File: src/rtl/tas_pkg.sv
// Shared types and constants for the temperature averaging block.
//   pkt_state_t : packet FSM states (hunt for header, accumulate, divide)
//   wr_state_t  : RAM write strobe sequencer states
//   TAS_HDR_A/B : default packet header values
package tas_pkg;

  typedef enum logic [1:0] {
    HUNT,
    ACCUM,
    DIVIDE
  } pkt_state_t;

  typedef enum logic [1:0] {
    IDLE,
    SETUP,
    STROBE,
    HOLD
  } wr_state_t;

  localparam logic [7:0] TAS_HDR_A = 8'hA5;
  localparam logic [7:0] TAS_HDR_B = 8'hC3;

endpackage

File: src/rtl/tas_s2p.sv
// Serial-to-parallel deserialiser, LSB first.
//   clk_50      : clock
//   reset       : asynchronous active-high reset
//   serial_data : serial bit, taken on every cycle with data_ena=1
//   data_ena    : bit qualifier; a low cycle mid-word discards the partial word
//   word        : assembled word, valid while word_valid=1
//   word_valid  : one-cycle pulse, the cycle after the last bit of a word
module tas_s2p #(
  parameter int unsigned DATA_W = 8
) (
  input  logic              clk_50,
  input  logic              reset,
  input  logic              serial_data,
  input  logic              data_ena,
  output logic [DATA_W-1:0] word,
  output logic              word_valid
);

  localparam int unsigned CNT_W = (DATA_W > 2) ? $clog2(DATA_W) : 1;
  localparam logic [CNT_W-1:0] LAST_BIT = CNT_W'(DATA_W - 1);

  logic [DATA_W-1:0] shift_q, shift_d;
  logic [CNT_W-1:0]  cnt_q, cnt_d;
  logic              valid_q, valid_d;

  always_comb begin
    shift_d = shift_q;
    cnt_d   = '0;
    valid_d = 1'b0;
    if (data_ena) begin
      shift_d = {serial_data, shift_q[DATA_W-1:1]};
      if (cnt_q == LAST_BIT) begin
        valid_d = 1'b1;
      end else begin
        cnt_d = cnt_q + 1'b1;
      end
    end
  end

  always_ff @(posedge clk_50 or posedge reset) begin
    if (reset) begin
      shift_q <= '0;
      cnt_q   <= '0;
      valid_q <= 1'b0;
    end else begin
      shift_q <= shift_d;
      cnt_q   <= cnt_d;
      valid_q <= valid_d;
    end
  end

  assign word       = shift_q;
  assign word_valid = valid_q;

endmodule

File: src/rtl/tas_avg.sv
// Temperature averaging block: deserialises a serial byte stream, finds
// packets beginning with HDR_A or HDR_B, averages the next NUM_SAMPLES words
// and writes each average to RAM, walking down from the top address.
//   clk_50      : clock
//   reset       : asynchronous active-high reset
//   serial_data : serial bit input
//   data_ena    : serial bit qualifier
//   ram_wr_n    : active-low RAM write strobe, low for WR_PULSE cycles
//   ram_data    : average being written
//   ram_addr    : RAM write address
//   overflow    : sticky; an average was dropped because the buffer was full
module tas_avg
  import tas_pkg::*;
#(
  parameter int unsigned       DATA_W      = 8,
  parameter int unsigned       NUM_SAMPLES = 4,
  parameter int unsigned       ADDR_W      = 11,
  parameter logic [DATA_W-1:0] HDR_A       = DATA_W'(TAS_HDR_A),
  parameter logic [DATA_W-1:0] HDR_B       = DATA_W'(TAS_HDR_B),
  parameter int unsigned       WR_PULSE    = 2
) (
  input  logic              clk_50,
  input  logic              reset,
  input  logic              serial_data,
  input  logic              data_ena,
  output logic              ram_wr_n,
  output logic [DATA_W-1:0] ram_data,
  output logic [ADDR_W-1:0] ram_addr,
  output logic              overflow
);

  localparam int unsigned SH     = $clog2(NUM_SAMPLES);
  localparam int unsigned ACC_W  = DATA_W + SH;
  localparam int unsigned SCNT_W = SH + 1;
  localparam int unsigned PCNT_W = $clog2(WR_PULSE) + 1;

  logic [DATA_W-1:0] word;
  logic              word_valid;

  tas_s2p #(.DATA_W(DATA_W)) u_s2p (
    .clk_50      (clk_50),
    .reset       (reset),
    .serial_data (serial_data),
    .data_ena    (data_ena),
    .word        (word),
    .word_valid  (word_valid)
  );

  pkt_state_t        pkt_q, pkt_d;
  logic [ACC_W-1:0]  acc_q, acc_d;
  logic [SCNT_W-1:0] scnt_q, scnt_d;
  logic [DATA_W-1:0] buf_q, buf_d;
  logic              buf_full_q, buf_full_d;
  logic              ovf_q, ovf_d;
  wr_state_t         wr_q, wr_d;
  logic [PCNT_W-1:0] pcnt_q, pcnt_d;
  logic [DATA_W-1:0] ram_data_q, ram_data_d;
  logic [ADDR_W-1:0] ram_addr_q, ram_addr_d;
  logic [ADDR_W-1:0] next_addr_q, next_addr_d;
  logic              wr_n_q, wr_n_d;
  logic              push, pop;
  logic [DATA_W-1:0] avg;

  assign avg = acc_q[ACC_W-1:SH];
  assign pop = (wr_q == IDLE) && buf_full_q;

  // Packet FSM
  always_comb begin
    pkt_d  = pkt_q;
    acc_d  = acc_q;
    scnt_d = scnt_q;
    push   = 1'b0;
    case (pkt_q)
      HUNT: begin
        if (word_valid && ((word == HDR_A) || (word == HDR_B))) begin
          acc_d  = '0;
          scnt_d = '0;
          pkt_d  = ACCUM;
        end
      end
      ACCUM: begin
        if (word_valid) begin
          acc_d  = acc_q + ACC_W'(word);
          scnt_d = scnt_q + 1'b1;
          if (scnt_q == SCNT_W'(NUM_SAMPLES - 1)) pkt_d = DIVIDE;
        end
      end
      DIVIDE: begin
        push  = 1'b1;
        pkt_d = HUNT;
      end
      default: pkt_d = HUNT;
    endcase
  end

  // Result buffer: a push coinciding with the write FSM's pop is accepted,
  // since the slot is being vacated on that same edge.
  always_comb begin
    buf_d      = buf_q;
    buf_full_d = buf_full_q;
    ovf_d      = ovf_q;
    if (pop) buf_full_d = 1'b0;
    if (push) begin
      if (buf_full_q && !pop) begin
        ovf_d = 1'b1;
      end else begin
        buf_d      = avg;
        buf_full_d = 1'b1;
      end
    end
  end

  // RAM write sequencer
  always_comb begin
    wr_d        = wr_q;
    pcnt_d      = pcnt_q;
    ram_data_d  = ram_data_q;
    ram_addr_d  = ram_addr_q;
    next_addr_d = next_addr_q;
    case (wr_q)
      IDLE: begin
        if (buf_full_q) begin
          ram_data_d = buf_q;
          ram_addr_d = next_addr_q;
          pcnt_d     = '0;
          wr_d       = SETUP;
        end
      end
      SETUP: wr_d = STROBE;
      STROBE: begin
        if (pcnt_q == PCNT_W'(WR_PULSE - 1)) begin
          wr_d = HOLD;
        end else begin
          pcnt_d = pcnt_q + 1'b1;
        end
      end
      HOLD: begin
        next_addr_d = next_addr_q - 1'b1;
        wr_d        = IDLE;
      end
      default: wr_d = IDLE;
    endcase
    wr_n_d = (wr_d != STROBE);
  end

  always_ff @(posedge clk_50 or posedge reset) begin
    if (reset) begin
      pkt_q       <= HUNT;
      acc_q       <= '0;
      scnt_q      <= '0;
      buf_q       <= '0;
      buf_full_q  <= 1'b0;
      ovf_q       <= 1'b0;
      wr_q        <= IDLE;
      pcnt_q      <= '0;
      ram_data_q  <= '0;
      ram_addr_q  <= '1;
      next_addr_q <= '1;
      wr_n_q      <= 1'b1;
    end else begin
      pkt_q       <= pkt_d;
      acc_q       <= acc_d;
      scnt_q      <= scnt_d;
      buf_q       <= buf_d;
      buf_full_q  <= buf_full_d;
      ovf_q       <= ovf_d;
      wr_q        <= wr_d;
      pcnt_q      <= pcnt_d;
      ram_data_q  <= ram_data_d;
      ram_addr_q  <= ram_addr_d;
      next_addr_q <= next_addr_d;
      wr_n_q      <= wr_n_d;
    end
  end

  assign ram_wr_n = wr_n_q;
  assign ram_data = ram_data_q;
  assign ram_addr = ram_addr_q;
  assign overflow = ovf_q;

endmodule

File: config.mk
export PLATFORM = sky130hd
export DESIGN_NAME = tas_avg
export DESIGN_NICKNAME = d
export VERILOG_FILES = /design/src/rtl/tas_pkg.sv /design/src/rtl/tas_s2p.sv /design/src/rtl/tas_avg.sv
export SDC_FILE = /design/constraint.sdc
export NUM_CORES = 1
export LEC_CHECK = 0
export CORE_MARGIN = 3
export CORE_UTILIZATION = 40
export DETAILED_ROUTE_END_ITERATION = 8
export PLACE_DENSITY = 0.64
export SETUP_SLACK_MARGIN = 0.3
export SYNTH_ARGS = -nofsm -noshare
export SYNTH_HDL_FRONTEND = slang
export SYNTH_SLANG_ARGS = --single-unit
export TNS_END_PERCENT = 1
File: constraint.sdc
create_clock -name clk_50 -period 3.7 [get_ports clk_50]
set_input_delay 0.74 -clock clk_50 [delete_from_list [all_inputs] [get_ports clk_50]]
set_output_delay 0.74 -clock clk_50 [all_outputs]
set_load 0.01 [all_outputs]
Figure 1. Sequential cells colored by netlist name (run 1).
Scale: 4 px per um. Other sequential cells in the stronger gray, the rest of the logic in the fainter gray.
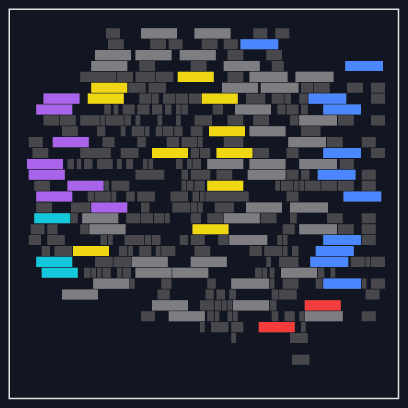
blue -> ram_addr  # placed flops 11
purple -> u_s2p.word  # placed flops 8, where middle left
red -> wr_q  # placed flops 2
cyan -> u_s2p.cnt_q  # placed flops 3
yellow -> acc_q  # placed flops 10
not colored = 38

Figure 2. Routing congestion (run 1).
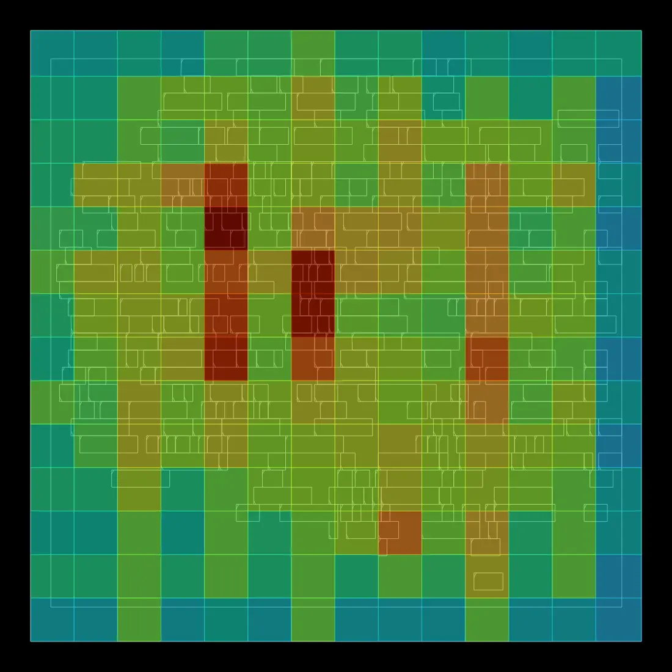
M1 GR Usage: 0.172
GRT met3 Usage: 0.0397
Final Core Density: 0.492
routing layer with the top usage in global route: met2

==> flow_summary.toml, run 1 <==
# synthesis and place-and-route metrics
[status]
status = "complete, no violations"

[drt]
vias_per_cell = 5.08
firstDrtPassIters = 4
tally_of_nets_with_antenna_violations_remaining_after_routing = 0
wire_per_inst_um = 13.6
starting_drc_count_in_detailed_routing = 85
num_vias = 2073

[finish]
num-fill-cells = 725
relative_area_change_from_synthesis_to_final_layout_pct = 17.3
buffer_area_frac = 0.0657
n_antenna_cell = 0
seq_area_sq_um = 1830
seq_share = 0.471
sequential_cell_total = 72
final_common_cell = "sky130_fd_sc_hd__dfrtp_1"
clk_share = 0.0558
layout.non_clock_inverters = 15
non_clock_buffer_count = 26
dominant-cell-class = "flip-flops and latches"
final_net_count = 323
finish.instance_area_sq_um = 3880
n_multi_input_combinational_cell = 177
drive_gt1_frac = 0.271

[setup_path]
worst_path_dominant_cell_family = "flip-flops"
timing.critical_path.to_type = "primary output"
cp_slowest_cell = "sky130_fd_sc_hd__dfstp_2"
cp_data_required_time_ps = 2960
timing.critical_path.fanout_max = 2
timing_worst_setup_path_type = "reg2out"

[floorplan]
floorplan.die.width_um = 97.0
initCoreUtil = 0.420
die-area_sq_um = 9400
design.core.area_sq_um = 7890
rows = 32
boundaryPins = 25

[timing]
worstMarginPinSlew_ps = 843
final-max-slew-violation-count = 0
clock-skew-final_ps = 11.4
final.period_utilization = 0.579
tns_ps = 0
report.final.setup_viol = 0
rsz_0062_raised_after_global_routing = "no"
fin_hold_ws_ps = 442
max_freq_ghz = 0.467
final-hold-violation-count = 0

[cts]
h-tree-depth = 3
cts.sink_count = 72
worstSkewPairLatency_ps = 340
cts_root_buffer = "sky130_fd_sc_hd__clkbuf_8"
clock_tree.buffer_depth = 2
tritoncts_clock_tree = "yes"
clk_slew_on_worst_s_h_paths_ps = 80
cts_hold_fix_bufs = 0

[yosys]
mappedNetlistArea_sq_um = 3310
synth.top_cell.area_share = 0.371
post-synth-top-area-cell = "sky130_fd_sc_hd__dfrtp_1"
postSynthNetCount = 292
synth-adder-area-share = 0.0703
yosys_synthesis_warning_count = 0
synth_async_sr_flop_share = 1.00
cell_types_with_the_highest_counts_after_synthesis = "sky130_fd_sc_hd__dfrtp_1, sky130_fd_sc_hd__mux2_2, sky130_fd_sc_hd__nand2_1"
synth_area_per_cell_sq_um = 12.3
synthesis.instances = 270
logic_family = "multiplexers"
yosys-mux-area-fraction = 0.118
postSynthRegisterBits = 72
synthFlopType = "sky130_fd_sc_hd__dfrtp_1"
most_common_cell = "sky130_fd_sc_hd__dfrtp_1"
postSynthSeqShare = 0.553

[global_routing]
met2_usage = 0.189
grt.overflow.total = 0
grt_antenna_before_repair = 0
maximum_number_of_pins_on_one_net_before_global_route_repair = 35
grt_pass1_vias = 2024

[pwr]
power_per_cell_area_nw_per_um2 = 416
power.group.top = "registers"
max-vdd-ir-drop_mv = 0.277
clock_power_share = 0.406
combinationalPower_uw = 115
power_clock_uw = 656
netSwitchingPower_uw = 377
pwr-share-comb = 0.071
intPower_uw = 1240
static-leakage-power_uw = 0.00181

[placement]
gp_congestion = 0.813
post_dp_cell_area_sq_um = 3670

[job]
warning_count = 28
drv.max_cap_violation_count = 0
Figure 3. The metal 2 layer (run 1).
Scale: 3 px per um.
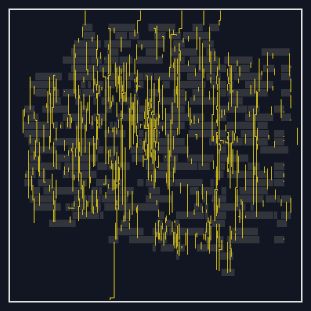
longest straight run = 40.8 um
wire length on this layer = 2490 um
main direction = vertical
share of all routed wire = 45%
nets with wire on the layer = 275

==> run 1: logic make-up (layout without fill, tap and decap cells) <==
group,after synthesis,count (layout)
adders and majority gates,18,18
AOI/OAI and AO/OA,45,45
and+or+nand+nor,65,65
buffers and inverters,21,57
xor gates and xnor gates,14,14
DFF,72,72
muxes,35,35
==> run 1: through the flow <==
step,util,total power (uW),setup WS [ps]
after floorplan,-,941,1170
after global placement,0.465,971,1680
after detailed placement,0.465,975,1660
after CTS,0.492,1640,1520
after global routing,0.492,1690,1490
final,0.492,1610,1560
==> run 1: worst paths after layout <==
kind                       cells after the start  slack, ps                      start                          to
max in group asynchronous                      3       2080                      reset  next_addr_q[1]$_DFFE_PP1N_
min in group asynchronous                      2        820                      reset           wr_q[1]$_DFF_PP0_
min                                            1        440   u_s2p.cnt_q[0]$_DFF_PP0_    u_s2p.cnt_q[0]$_DFF_PP0_
max                                            1       1560    ram_addr[1]$_DFFE_PP1P_                 ram_addr[1]
min reg2reg                                    1        440   u_s2p.cnt_q[0]$_DFF_PP0_    u_s2p.cnt_q[0]$_DFF_PP0_
max reg2reg                                    8       1630  u_s2p.word[0]$_DFFE_PP0P_        acc_q[8]$_DFFE_PP0P_
==> run 1: worst register-to-register path, delay by kind of cell (launching register included) <==
kind,cells,cell delay (ps)
adder cells (fa/ha/maj),2,580
AND-OR/OR-AND,3,410
flip-flops,1,380
multiplexers,1,360
AND/OR/NAND/NOR,1,180
buffers and inverters,1,50
==> run 1: metal layers <==
layer / vias to the layer above / wire length, um
met3: 12 / 234
met2: 38 / 2490
li1: 1010 / -
met5: - / 0
met4: 0 / 95
met1: 1013 / 2720
==> inputs of run 2 (changes only) <==
==> constraint.sdc (replaced) <==
create_clock -name clk_50 -period 2.14 [get_ports clk_50]
set_input_delay 0.428 -clock clk_50 [delete_from_list [all_inputs] [get_ports clk_50]]
set_output_delay 0.428 -clock clk_50 [all_outputs]
set_load 0.01 [all_outputs]
Figure 4. Routing congestion (run 2).
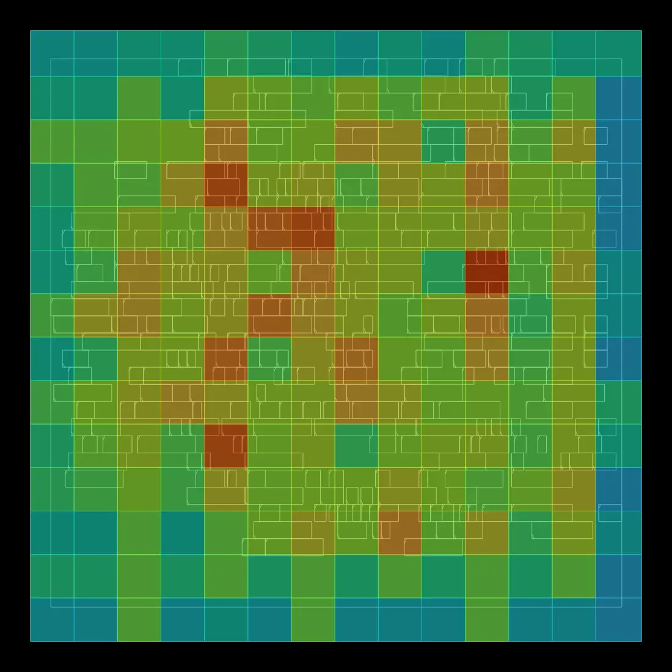
Routed wire per std cell: 13.3 um
total routing usage reported by global routing: 0.128

Figure 5. Zoomed window (run 2).
Region (28, 48) to (68, 88) um. Cells in gray, sequential cells in the stronger gray; small squares are vias.
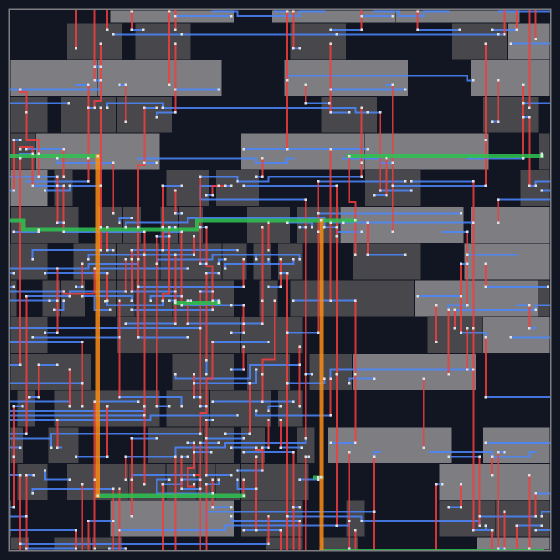
blue -> M1
red -> M2
green -> M3
orange -> M4
cells with their middle in the window = 85
sequential cells in the window = 17
netlist names of flops here include = acc_q (6), buf_q (6), next_addr_q (2)
most frequent = dfrtp_1 (14), mux2_2 (13)

==> run 2 against run 1 <==
Against the previous run:
- sequential share of layout area shrank 1.0 points
- final cell count increased by 1.5%
- largest cell class unchanged
- first-iteration DRC count is 35% lower
- setup slack worse by 1300 ps
- synthesized area stayed put
==> flow_summary.toml, run 2 <==
# synthesis and place-and-route metrics
[pwr]
power_per_cell_area_nw_per_um2 = 687
static-leakage-power_uw = 0.00184
overall_power_after_layout_uw = 2730
max-vdd-ir-drop_mv = 0.435

[yosys]
ys_sh_xor = 0.0371
yosys-mux-area-fraction = 0.118
most_common_cell = "sky130_fd_sc_hd__dfrtp_1"
postSynthRegisterBits = 72
mappedNetlistArea_sq_um = 3310
synth_async_sr_flop_share = 1.00
count_of_library_flops_with_an_enable_pin = 0
postSynthNetCount = 292
yosys_cells = 270
top_cells_by_area = "sky130_fd_sc_hd__dfrtp_1, sky130_fd_sc_hd__dfstp_2, sky130_fd_sc_hd__mux2_2"
logic_family = "multiplexers"
synth.top_cell.area_share = 0.371
synth-area-yosys_sq_um = 3310
postSynthSeqShare = 0.553
synthesis.instances = 270
ys_sh_aoi = 0.0926
cell_types_with_the_highest_counts_after_synthesis = "sky130_fd_sc_hd__dfrtp_1, sky130_fd_sc_hd__mux2_2, sky130_fd_sc_hd__nand2_1"
simple_gate_share = 0.104
synthFlopType = "sky130_fd_sc_hd__dfrtp_1"
netlist-cell-type-count = 45
post-synth-top-area-cell = "sky130_fd_sc_hd__dfrtp_1"
yosys_synthesis_warning_count = 0
synth-adder-area-share = 0.0703
synth_area_per_cell_sq_um = 12.3

[setup_path]
worstPathBufferInverterCount = 1
cp_data_required_time_ps = 2370
cp-start-kind = "flop"
cell_breakdown_of_the_critical_path = "ha_2 > inv_1 > fa_2 > nand2b_4 > a21oi_2 > a211oi_2 > o22ai_1 > mux2_2"
cp_slowest_cell = "sky130_fd_sc_hd__dfrtp_1"
cpPeakStageDelay_ps = 360
reg2reg_depth = 8
ff2ff_setup_slack_ps = 260
worst_path_dominant_cell_family = "adder cells"
timing.critical_path.fanout_max = 2
worstSetupPathDepth = 8
worst_ep_arrival_time_ps = 2120
timing_worst_setup_path_type = "reg2reg"
timing.critical_path.to_type = "flop"

[drt]
tally_of_nets_with_antenna_violations_remaining_after_routing = 0
drc = 0
firstDrtPassIters = 4
num_vias = 2044
routed_wl_um = 5500
starting_drc_count_in_detailed_routing = 55
vias_per_cell = 4.94

[global_routing]
global_route_wire_length_before_repair_um = 9800
maximum_number_of_pins_on_one_net_before_global_route_repair = 29
grt_antenna_before_repair = 0
grt_pass1_vias = 2122
grt.overflow.total = 0

[timing]
clock-skew-final_ps = 7.72
min_period_ps = 1880
final-hold-violation-count = 0
tns_ps = 0
final.setup.worst_slack_ps = 256
fin_hold_ws_ps = 442
report.final.setup_viol = 0
rsz_0062_raised_after_global_routing = "yes"
final-max-slew-violation-count = 0
timing.slew.headroom = 0.652
final.period_utilization = 0.880
max_freq_ghz = 0.531
worstMarginPinSlew_ps = 522

[cts]
tritoncts_clock_tree = "yes"
numCtsBuffers = 9
cts_root_buffer = "sky130_fd_sc_hd__clkbuf_8"
h-tree-depth = 3
clk_slew_on_worst_s_h_paths_ps = 80
worstSkewPairLatency_ps = 340
clock_tree.buffer_depth = 2
cts.repair_timing.setup_buffer_count = 2
cts.sink_count = 72
cts_hold_fix_bufs = 0
cts_resized = 6

[finish]
final_net_count = 329
post_route_insts_no_fill = 414
relative_area_change_from_synthesis_to_final_layout_pct = 19.9
final_common_cell = "sky130_fd_sc_hd__dfrtp_1"
drive_gt1_frac = 0.308
layout_top_cells_excl_fill_tap = "sky130_fd_sc_hd__dfrtp_1, sky130_fd_sc_hd__mux2_2, sky130_fd_sc_hd__nand2_1, sky130_fd_sc_hd__clkdlybuf4s50_1, sky130_fd_sc_hd__dfstp_2"
n_antenna_cell = 0
finish.instance_area_sq_um = 3970

[floorplan]
rows = 32
overall_die_height_um = 97.0
boundaryPins = 25
floorplan.die.width_um = 97.0
design.core.area_sq_um = 7890
die-area_sq_um = 9400
initCoreUtil = 0.420

[placement]
post_dp_cell_area_sq_um = 3720
dp_slack_ps = 103
io_buffers = 24
dpl.cell_count = 396
dp_hpwl_um = 3990
gp_congestion = 0.801

[job]
drv.max_cap_violation_count = 0
warning_count = 31

[min_path]
hold_path_depth = 1
min_delay_path_class = "reg2reg"

[status]
status = "complete, no violations"
Figure 6. Sequential cells colored by netlist name (run 2).
Scale: 4 px per um. Other sequential cells in the stronger gray, the rest of the logic in the fainter gray.
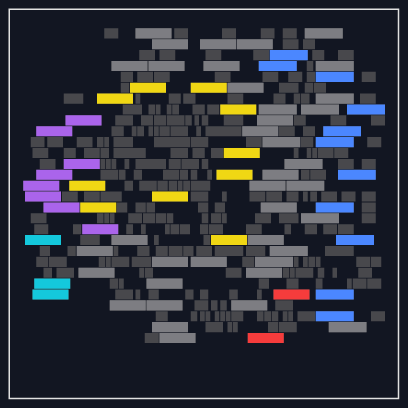
cyan -> u_s2p.cnt_q  # placed flops 3
red -> wr_q  # placed flops 2
purple -> u_s2p.word  # placed flops 8, where middle left
blue -> ram_addr  # placed flops 11
yellow -> acc_q  # placed flops 10
not colored = 38
flip-flop and latch power: 1460 uW
Final Core Density: 0.503
share of the final layout cell area in sequential cells: 0.461
FF+latch area: 1830 sq um

-- run 2: cell types whose count changed in the layout (fill, tap and decap cells not counted), moves of 2 or more --
cell / change
sky130_fd_sc_hd__buf_4: +4
sky130_fd_sc_hd__buf_12: +2
sky130_fd_sc_hd__ha_1: -2
sky130_fd_sc_hd__inv_6: +2
-- run 2: layer usage --
metal / routed length (um) / global-route usage
met5: 0 / 0
met4: 49 / 0.0356
met3: 259 / 0.0505
met2: 2550 / 0.208
met1: 2650 / 0.160
-- run 2: cell families (layout without fill, tap and decap cells) --
group,Yosys count,in the layout
compound gates,45,45
fa+ha+maj,18,18
mux,35,35
simple gates,65,65
flops,72,72
buf+inv,21,63
xor+xnor,14,14
-- run 2: path summary, 6_finish.rpt --
kind / from / to
setup reg to reg: u_s2p.word[0]$_DFFE_PP0P_ / acc_q[8]$_DFFE_PP0P_
hold / removal: u_s2p.cnt_q[0]$_DFF_PP0_ / u_s2p.cnt_q[0]$_DFF_PP0_
min in group asynchronous: reset / ram_data[3]$_DFFE_PP0P_
hold reg to reg: u_s2p.cnt_q[0]$_DFF_PP0_ / u_s2p.cnt_q[0]$_DFF_PP0_
max in group asynchronous: reset / ram_addr[1]$_DFFE_PP1P_
setup / recovery: u_s2p.word[0]$_DFFE_PP0P_ / acc_q[8]$_DFFE_PP0P_
-- run 2: power breakdown --
part           switching (uW)  internal, uW
Sequential               56.1          1400
Clock                     528           502
Combinational             119           120
-- run 2: final cells by class --
| class | count | area, sq um |
|---|---|---|
| Clock buffer | 10 | 149 |
| Clock inverter | 6 | 46.3 |
| Fill cell | 688 | 3920 |
| Inverter | 15 | 60.1 |
| Multi-Input combinational cell | 177 | 1430 |
| Sequential cell | 72 | 1830 |
| Tap cell | 102 | 128 |
| Timing Repair Buffer | 32 | 325 |
No activity file was given, so power comes from the tool's default toggle rates.
